File: src/rtl/pc_sequencer_pkg.sv
// Shared fetch-stage definitions: next-address select encoding and the
// alignment-mask helper used to clear the low bits of loaded targets.
package pc_sequencer_pkg;

  typedef enum logic [2:0] {
    SEL_FLUSH,
    SEL_HOLD,
    SEL_RAS,
    SEL_PRED,
    SEL_SEQ
  } next_sel_e;

  // Mask with the low log2(instr_bytes) bits cleared; callers truncate to ADDR_W.
  function automatic logic [63:0] align_mask(input int unsigned instr_bytes);
    return ~(64'(instr_bytes) - 64'd1);
  endfunction

endpackage

File: src/rtl/pc_sequencer_ras.sv
// Circular return-address stack: top pointer, saturating count, and
// push / pop / replace-in-place / clear handling.
module ras_stack #(
  parameter int unsigned ADDR_W    = 32,
  parameter int unsigned RAS_DEPTH = 8
) (
  input  logic                       clk,
  input  logic                       rst_n,
  input  logic                       push,
  input  logic                       pop,
  input  logic                       clear,
  input  logic [ADDR_W-1:0]          push_data,
  output logic [ADDR_W-1:0]          top_data,
  output logic                       empty,
  output logic                       full,
  output logic [$clog2(RAS_DEPTH):0] count
);

  localparam int unsigned PTR_W = $clog2(RAS_DEPTH);
  localparam int unsigned CNT_W = PTR_W + 1;
  localparam logic [CNT_W-1:0] DEPTH_C = CNT_W'(RAS_DEPTH);

  logic [PTR_W-1:0]  top_q, top_d;
  logic [CNT_W-1:0]  count_q, count_d;
  logic [ADDR_W-1:0] mem_q [RAS_DEPTH];
  logic              mem_we;
  logic [PTR_W-1:0]  mem_waddr;

  assign empty    = (count_q == '0);
  assign full     = (count_q == DEPTH_C);
  assign count    = count_q;
  assign top_data = mem_q[top_q];

  always_comb begin
    top_d     = top_q;
    count_d   = count_q;
    mem_we    = 1'b0;
    mem_waddr = top_q;
    if (clear) begin
      top_d   = '0;
      count_d = '0;
    end else if (push && pop && !empty) begin
      // Return immediately followed by a call: swap the top entry in place.
      mem_we = 1'b1;
    end else if (push) begin
      top_d     = top_q + PTR_W'(1);
      mem_we    = 1'b1;
      mem_waddr = top_d;
      if (!full) count_d = count_q + CNT_W'(1);
    end else if (pop && !empty) begin
      top_d   = top_q - PTR_W'(1);
      count_d = count_q - CNT_W'(1);
    end
  end

  always_ff @(posedge clk or negedge rst_n) begin
    if (!rst_n) begin
      top_q   <= '0;
      count_q <= '0;
    end else begin
      top_q   <= top_d;
      count_q <= count_d;
    end
  end

  // Storage needs no reset; entries are only read while count is non-zero.
  always_ff @(posedge clk) begin
    if (mem_we) mem_q[mem_waddr] <= push_data;
  end

endmodule

File: src/rtl/pc_sequencer.sv
// Fetch-stage PC unit: fetch address register, next-address priority mux,
// target alignment and call/return prediction through the RAS.
module pc_sequencer
  import pc_sequencer_pkg::*;
#(
  parameter int unsigned        ADDR_W       = 32,
  parameter int unsigned        INSTR_BYTES  = 4,
  parameter logic [ADDR_W-1:0]  RESET_VECTOR = '0,
  parameter int unsigned        RAS_DEPTH    = 8
) (
  input  logic                       Clk,
  input  logic                       Rst_n,
  output logic [ADDR_W-1:0]          InstrAddr,
  output logic [ADDR_W-1:0]          PC,
  input  logic                       FlushPipeandPC,
  input  logic [ADDR_W-1:0]          JmpAddr,
  input  logic                       PCStall,
  input  logic                       PCSource,
  input  logic [ADDR_W-1:0]          Predict,
  input  logic                       Call,
  input  logic                       Ret,
  input  logic                       RasClear,
  output logic                       RasEmpty,
  output logic                       RasFull,
  output logic [$clog2(RAS_DEPTH):0] RasCount
);

  localparam logic [ADDR_W-1:0] ALIGN_MASK = ADDR_W'(align_mask(INSTR_BYTES));
  localparam logic [ADDR_W-1:0] STEP       = ADDR_W'(INSTR_BYTES);

  logic [ADDR_W-1:0] instr_addr_q, instr_addr_d;
  logic [ADDR_W-1:0] ras_top;
  logic              ras_en;
  next_sel_e         next_sel;

  assign InstrAddr = instr_addr_q;
  assign PC        = instr_addr_q + STEP;

  // Flush and stall freeze the RAS so a squashed fetch leaves no trace.
  assign ras_en = !FlushPipeandPC && !PCStall;

  ras_stack #(
    .ADDR_W    (ADDR_W),
    .RAS_DEPTH (RAS_DEPTH)
  ) u_ras (
    .clk       (Clk),
    .rst_n     (Rst_n),
    .push      (Call && ras_en),
    .pop       (Ret && ras_en),
    .clear     (RasClear),
    .push_data (PC),
    .top_data  (ras_top),
    .empty     (RasEmpty),
    .full      (RasFull),
    .count     (RasCount)
  );

  always_comb begin
    next_sel = SEL_SEQ;
    if (FlushPipeandPC)         next_sel = SEL_FLUSH;
    else if (PCStall)           next_sel = SEL_HOLD;
    else if (Ret && !RasEmpty)  next_sel = SEL_RAS;
    else if (PCSource)          next_sel = SEL_PRED;
  end

  always_comb begin
    instr_addr_d = PC;
    case (next_sel)
      SEL_FLUSH: instr_addr_d = JmpAddr & ALIGN_MASK;
      SEL_HOLD:  instr_addr_d = instr_addr_q;
      SEL_RAS:   instr_addr_d = ras_top & ALIGN_MASK;
      SEL_PRED:  instr_addr_d = Predict & ALIGN_MASK;
      SEL_SEQ:   instr_addr_d = PC;
      default:   instr_addr_d = PC;
    endcase
  end

  always_ff @(posedge Clk or negedge Rst_n) begin
    if (!Rst_n) instr_addr_q <= RESET_VECTOR;
    else        instr_addr_q <= instr_addr_d;
  end

endmodule

File: config.mk
export PLATFORM = sky130hd
export DESIGN_NAME = pc_sequencer
export DESIGN_NICKNAME = d
export VERILOG_FILES = /design/src/rtl/pc_sequencer_pkg.sv /design/src/rtl/pc_sequencer_ras.sv /design/src/rtl/pc_sequencer.sv
export SDC_FILE = /design/constraint.sdc
export NUM_CORES = 1
export LEC_CHECK = 0
export CAP_MARGIN = 20
export CORE_UTILIZATION = 54
export DETAILED_ROUTE_END_ITERATION = 8
export PLACE_DENSITY = 0.77
export SYNTH_ARGS = -nofsm -noshare
export SYNTH_HDL_FRONTEND = slang
export SYNTH_SLANG_ARGS = --single-unit
export TNS_END_PERCENT = 30
File: constraint.sdc
create_clock -name Clk -period 4.7 [get_ports Clk]
set_clock_uncertainty 0.15 [all_clocks]
set_input_delay 0.47 -clock Clk [delete_from_list [all_inputs] [get_ports Clk]]
set_output_delay 0.47 -clock Clk [all_outputs]
set_load 0.02 [all_outputs]
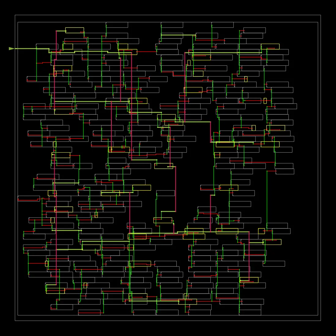
*Clock nets*
P_clk: 2260 µW
Latency at later pin: 0.54 ns
Num CTS Buffers: 28
clock buffer count: 41
flop count: 277

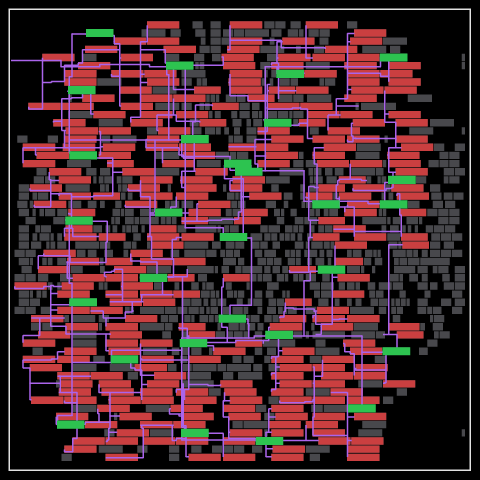
*Routed clock nets over the placement*
(3 px per µm)
- purple: clock wires (length 3050 µm)
- green: clock drivers (count 28)
- red: flip-flops (count 277)
- flops lie: all over the die
- routed clock nets: 29
clock power share: 32.1%

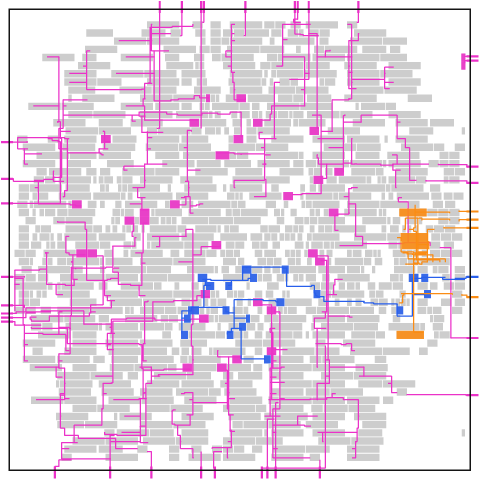
*Wires at chosen ports, followed through buffers*
(3 px per µm)
- blue: PCStall (bits 1; direction input; end cells 20; buffers 2; wire 234 µm)
- magenta: PC (bits 32; direction output; end cells 32; buffers 31; wire 3330 µm)
- orange: RasCount (bits 4; direction output; end cells 4; buffers 4; wire 225 µm)
num ports: 142
number of I/O port buffers: 133

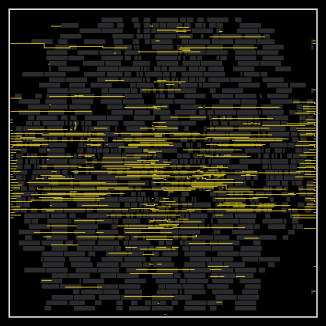
*The metal 3 layer*
(2 px per µm)
- longest straight run: 63.5 µm
- wire length on this layer: 3670 µm
- nets with wire on the layer: 207
- main direction: horizontal
- share of all routed wire: 11%
Vias: 8031
drt total wl: 32.4 mm
M3 GR Usage: 6.15%

[layer usage]
layer	routed length, µm	global-route usage [%]	vias to the layer above
met5	0	0	-
met4	968	9.76	0
met3	3670	6.15	79
met2	15400	45.2	501
met1	12400	38.4	4044
li1	-	-	3407
[logic make-up (layout without fill, tap and decap cells)]
kind of cell               Yosys count  in the layout  synth area share [%]
and+or+nand+nor                    162            162                  6.78
muxes                               88             88                  13.3
other                                1              4                0.0304
DFF                                277            277                  65.9
adders and majority gates            6              6                 0.669
buffers and inverters               68            228                  2.53
AOI/OAI and AO/OA                  147            147                  8.45
xor gates and xnor gates            33             33                  2.34
[power groups by stage]
stage	clock network, µW	registers, µW	logic [µW]
3_5_place_dp	0	3150	1660
3_3_place_gp	0	3140	1630
4_1_cts	2280	3100	1670
2_1_floorplan	0	3150	974
6_report	2260	3110	1670
5_1_grt	2370	3120	1780
[placed cells by master, fill, tap and decap left out, types with 26 or more instances in the layout]
cell	netlist	layout
buf_4	9	26
clkbuf_16	0	29
clkdlybuf4s50_1	0	132
dfrtp_1	37	35
edfxtp_1	240	240
mux4_2	60	60
nand2_1	28	28
nor2_1	37	33
o21ai_0	35	35
[cell type report]
cell class | instances | share of cell area (%)
Clock buffer | 41 | 5.34
Inverter | 13 | 0.325
Sequential cell | 277 | 54.2
Clock inverter | 11 | 0.950
Timing Repair Buffer | 163 | 10.5
Tap cell | 280 | 2.33
Multi-Input combinational cell | 440 | 26.3
[tightest hold or removal path, delay by kind of cell]
family                 cells  cell delay (ns)
buffers and inverters      1             0.46
AND-OR/OR-AND              2             0.15
[flip-flops by register name (all words and copies together) (netlist names)]
register / flops
u_ras.count: 4
u_ras.top_q: 3
u_ras.mem_q: 240
InstrAddr: 30
==> impl_metrics.tcl <==
# place-and-route summary
set metrics [dict create \
    run_status "completed" \
    pwr-share-seq_pct 44.1 \
    fp.coreArea_um2 22100 \
    synth.top_cells.by_count "edfxtp_1, mux4_2, dfrtp_1, nor2_1, o21ai_0" \
    min_period_ns 4.42 \
    clk_pin_slew_ns 0.06 \
    die_y_um 153 \
    critPathKind "reg -> out" \
    utilization_pct 67.9 \
    pre_cts_slack_ns 0.956 \
    drt-pass1-iter-count 5 \
    fillCellCount 1450 \
    numClockSinks 277 \
    crit_chain "ha_1 -> and2_1 -> nand4_1 -> nor2_1 -> and2_1 -> xor2_1 -> clkdlybuf4s50_1" \
    max_freq_ghz 0.226 \
    cts_resized 0 \
    warnings 31 \
    end_kind "output pin" \
    synth_warnings 0 \
    peakVddDrop_mv 0.269 \
    pwr-share-comb_pct 23.8 \
    cp_common_cell "and2_1" \
    drt-wirelength-per-cell_um 26.5 \
    endpoint "PC[24]" \
    rr_worst_depth 6 \
    ant_nets 0 \
    grt_overflow 0 \
    hold_start "Predict[18]" \
    yosys_area_um2 12300 \
    placed_area_um2 14000 \
    p_switching_uw 2050 \
    die_w_um 153 \
    regArea_um2 8140 \
    final_cells 1225 \
    worst_pin_slew_ns 0.997 \
    design_area_um2 15000 \
    slew_headroom_pct 33.6 \
    cts_buffer_depth 3 \
    crit_start "InstrAddr[2]$_DFFE_PN0P_" \
    place_congestion 0.854 \
    area_leaders "edfxtp_1, mux4_2, dfrtp_1" \
    edf_count 240 \
    drv_slew 0 \
    cts_hold_buf 1 \
    slowest_stage "clkdlybuf4s50_1" \
    rr_endpoint "u_ras.mem_q[5][19]$_DFFE_PP_" \
    critPathMaxStageDelay_ns 0.72 \
    via_per_inst 6.56 \
    period_used_pct 94.1 \
    worst_ep_required_time_ns 4.08 \
    antenna_cells 0 \
    yosysMostFrequentCell "edfxtp_1" \
    whs_ns 0.441 \
    power_density_nw_per_um2 469 \
    worst_slack_ns 0.277 \
    die-area_um2 23500 \
    fin_setup_tns_ns 0 \
    place_hpwl_mm 20.8 \
    synth.largest_area_cell "edfxtp_1" \
    start_kind "register" \
    syn_to_final_growth_pct 21.6 \
    grt_max_degree 41 \
    place_inst 1171 \
    synthCells 782 \
    mi_logic_area_um2 3940 \
    synth.cell_area_um2 12300 \
    grt_pass1_wl_mm 48.5 \
    drt_iter0_drc 951 \
    critPathTopFamily "simple AND/OR/NAND/NOR gates" \
    min_to "InstrAddr[18]$_DFFE_PN0P_" \
    p_leak_uw 0.00500 \
    ys_seq_share_pct 65.9 \
    swShare_pct 29.1 \
    drive_gt1_share_pct 16.5 \
    initCoreUtil_pct 55.9 \
    root_buffer "clkbuf_16" \
    finalHoldViolCount 0 \
    r2r_slack_ns 1.42 \
    top_area_share_pct 58.4 \
    internal_power_uw 4990 \
    arrival_ns 3.80 \
    postCtsSetupRepairBufs 0 \
    netlist-cell-type-count 66 \
    maxCapViolations 0 \
    syn_area_per_cell_um2 15.8 \
    track_usage_pct 28.2 \
    cp_num_buf_inv 1 \
    synth_top_flop_cell "edfxtp_1" \
    hp-class "in -> reg" \
    grt_pass1_vias 8028 \
    cts_tree "done" \
    std_cell_rows 54 \
    worstReg2RegStart "u_ras.top_q[0]$_DFFE_PN0P_" \
    rsz0062_at_grt "false" \
    antenna_found_initial 0 \
    yosysCellCount 782 \
    whs_path_depth 3 \
    ctsHtreeMaxLevel 1 \
    ys.flops 277 \
    finalSetupViolCount 0 \
    cp_num_cells 7 \
    cp_max_fo 9 \
    finalPower_uw 7040 \
    nets 1001 \
    route.detailed.drc 0 \
    synth-async-reset-ratio_pct 13.4 \
]
Power is estimated from default activity; no workload was simulated.
